File: src/rtl/shift_deser.sv
// Framed serial-to-parallel receiver: start bit (0), WIDTH data bits, stop bit (1),
// sampled on a bit strobe and delivered on a valid/ready output with sticky error flags.
module shift_deser #(
    parameter int WIDTH     = 8,
    parameter bit MSB_FIRST = 1'b0
) (
    input  logic             clk,
    input  logic             arst_n,
    input  logic             in,
    input  logic             in_en,
    output logic [WIDTH-1:0] data_out,
    output logic             valid,
    input  logic             ready,
    output logic             frame_err,
    output logic             overrun,
    input  logic             clr_err
);

    localparam int CNT_W = (WIDTH > 2) ? $clog2(WIDTH) : 1;
    localparam logic [CNT_W-1:0] LAST = CNT_W'(WIDTH - 1);

    typedef enum logic [1:0] {IDLE, DATA, STOP, HOLD} state_t;

    state_t           state;
    logic [CNT_W-1:0] cnt;
    logic [WIDTH-1:0] shreg;
    logic [WIDTH-1:0] shift_next;
    logic             stop_good;
    logic             stop_bad;
    logic             blocked;

    assign shift_next = MSB_FIRST ? {shreg[WIDTH-2:0], in} : {in, shreg[WIDTH-1:1]};
    assign stop_good  = in_en && (state == STOP) && in;
    assign stop_bad   = in_en && (state == STOP) && !in;
    // A word still waiting with no accept this cycle cannot be replaced.
    assign blocked    = valid && !ready;

    always_ff @(posedge clk) begin
        if (!arst_n) begin
            state     <= IDLE;
            cnt       <= '0;
            data_out  <= '0;
            valid     <= 1'b0;
            frame_err <= 1'b0;
            overrun   <= 1'b0;
        end else begin
            if (in_en) begin
                case (state)
                    IDLE: begin
                        if (!in) begin
                            state <= DATA;
                            cnt   <= '0;
                        end
                    end
                    DATA: begin
                        cnt <= cnt + 1'b1;
                        if (cnt == LAST) state <= STOP;
                    end
                    STOP:    state <= in ? IDLE : HOLD;
                    HOLD:    if (in) state <= IDLE;
                    default: state <= IDLE;
                endcase
            end

            if (stop_good && !blocked) begin
                data_out <= shreg;
                valid    <= 1'b1;
            end else if (valid && ready) begin
                valid <= 1'b0;
            end

            // Clear first so that a flag setting in the same cycle wins.
            if (clr_err) begin
                frame_err <= 1'b0;
                overrun   <= 1'b0;
            end
            if (stop_bad) frame_err <= 1'b1;
            if (stop_good && blocked) overrun <= 1'b1;
        end
    end

    always_ff @(posedge clk) begin
        if (in_en && (state == DATA)) shreg <= shift_next;
    end

endmodule

File: config.mk
export PLATFORM = sky130hd
export DESIGN_NAME = shift_deser
export DESIGN_NICKNAME = d
export VERILOG_FILES = /design/src/rtl/shift_deser.sv
export SDC_FILE = /design/constraint.sdc
export NUM_CORES = 1
export LEC_CHECK = 0
export CORE_MARGIN = 3
export CORE_UTILIZATION = 33
export CTS_CLUSTER_SIZE = 28
export DETAILED_ROUTE_END_ITERATION = 12
export GPL_TIMING_DRIVEN = 0
export SYNTH_ARGS = -nofsm -noshare
export SYNTH_HDL_FRONTEND = slang
export SYNTH_SLANG_ARGS = --single-unit
File: constraint.sdc
create_clock -name clk -period 2.1 [get_ports clk]
set_input_delay 0.42 -clock clk [delete_from_list [all_inputs] [get_ports clk]]
set_output_delay 0.42 -clock clk [all_outputs]
set_load 0.02 [all_outputs]
**Signal wires on met3**

Scale bar: 20 um.
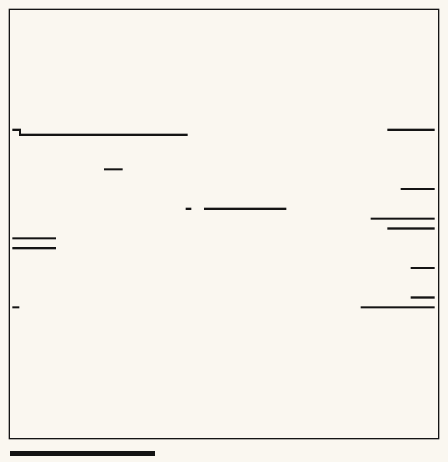
longest straight run: 23.0 um
nets with wire on the layer: 13
main direction: horizontal
share of all routed wire: 5.9%
wire length on this layer: 91.5 um

**Placed cells, one colour a class**

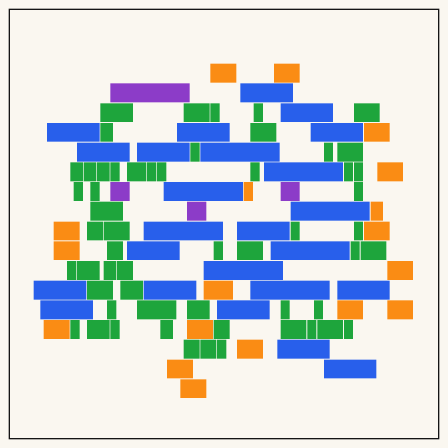
[all other logic] green | cells: 56 | share of their area: 31%
[flops] blue | cells: 24 | share of their area: 50%
[other buffers and delay cells] orange | cells: 18 | share of their area: 15%
[clock drivers and dummy loads] purple | cells: 4 | share of their area: 4.6%

**Cell density map**

The die is cut into 12 by 12 equal tiles; white is low, dark blue is high, 0 to 100% covered.
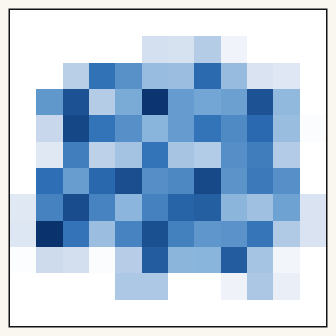
densest ninth of the die: middle
tiles over 75% full: 11%
mean over tiles: 32%
nearly empty tiles: 36%
fullest tile: 99%

**Cell outlines without signal wires**

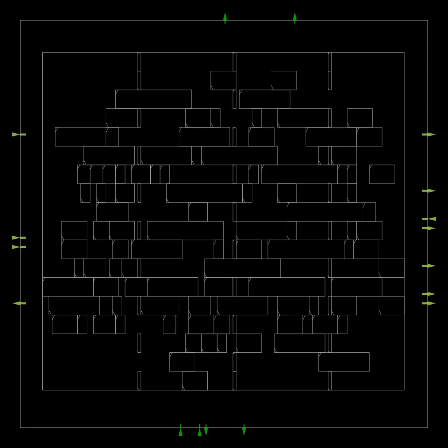
core footprint: 0.00257 mm2
Core Util, Final: 45.5%
# rows: 18

**Where the registers sit**

Scale bar: 20 um.
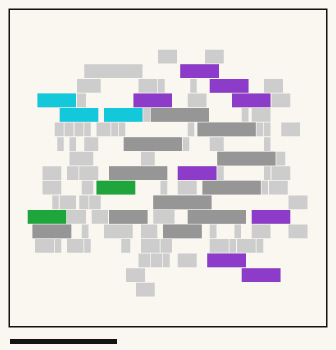
[data_out] purple | sequential cells: 8
[cnt] cyan | sequential cells: 3
[state] green | sequential cells: 2
not coloured: 11

==> reports/qor.txt <==
# IOs: 17
ys flop type: dfxtp_1
combinational share of cell area: 28.8%
status: complete, no violations
DR DRC count: 0
Hold Vio Cnt, Final: 0
Hold Crit Class: input pin to flip-flop
Cell Area, Synth: 928 um2
Max-area cell class: flip-flops and latches
Skew-Pair Late Insertion Delay: 0.31 ns
total CTS buffers: 3
ant diodes: 0
Setup-failing EPs final: 0
Setup WS post-layout: 0.407 ns
Cell Type Count: 24
syn_area_per_cell: 11.2 um2
unrepaired setup endpoints after global routing: false
CLK BUF: 3
post-route setup TNS: 0 ns
FF-to-FF path depth: 4
initial antenna violation count: 0
fp_density: 36.2%
peak fanout along the critical path: 2
vias in the first global route: 603
post-CTS setup buffers: 0
Leak: 0.426 nW
Die Y: 59.0 um
comb. cell area: 337 um2
Critical Path Sink: data_out[6]
number of warnings in the stage logs: 26
startpoint types: flip-flop
FILL cells: 254
Worst-Margin Slew: 0.432 ns
asr flop ratio synth: 0%
vias: 644
flop count: 24
met1 usage: 12.7%
reg2reg start: state[1]$_SDFFE_PN0P_
clock network power: 331 uW
Comb power frac: 4.3%
Cell area leaders: dfxtp_1 35%, edfxtp_1 26%, mux2i_1 9.7%
P_int: 695 uW
sequential cells by signal, indices dropped and copies added (netlist names):
signal	flops
frame_err	1
data_out	8
state	2
cnt	3
valid	1
overrun	1
shreg	8
per-stage QoR:
| stage | cells | hold WS (ns) | util, % | area, um2 | power, mW |
|---|---|---|---|---|---|
| after floorplan | 83 | 0.426 | - | 928 | 0.521 |
| after global placement | 128 | 0.432 | 43.5 | 1120 | 0.538 |
| after detailed placement | 128 | 0.434 | 43.5 | 1120 | 0.539 |
| after CTS | 132 | 0.423 | 45.5 | 1170 | 0.866 |
| after global routing | 132 | 0.427 | 45.5 | 1170 | 0.889 |
| final | 132 | 0.428 | 45.5 | 1170 | 0.859 |
No activity file was given, so power comes from the tool's default toggle rates.
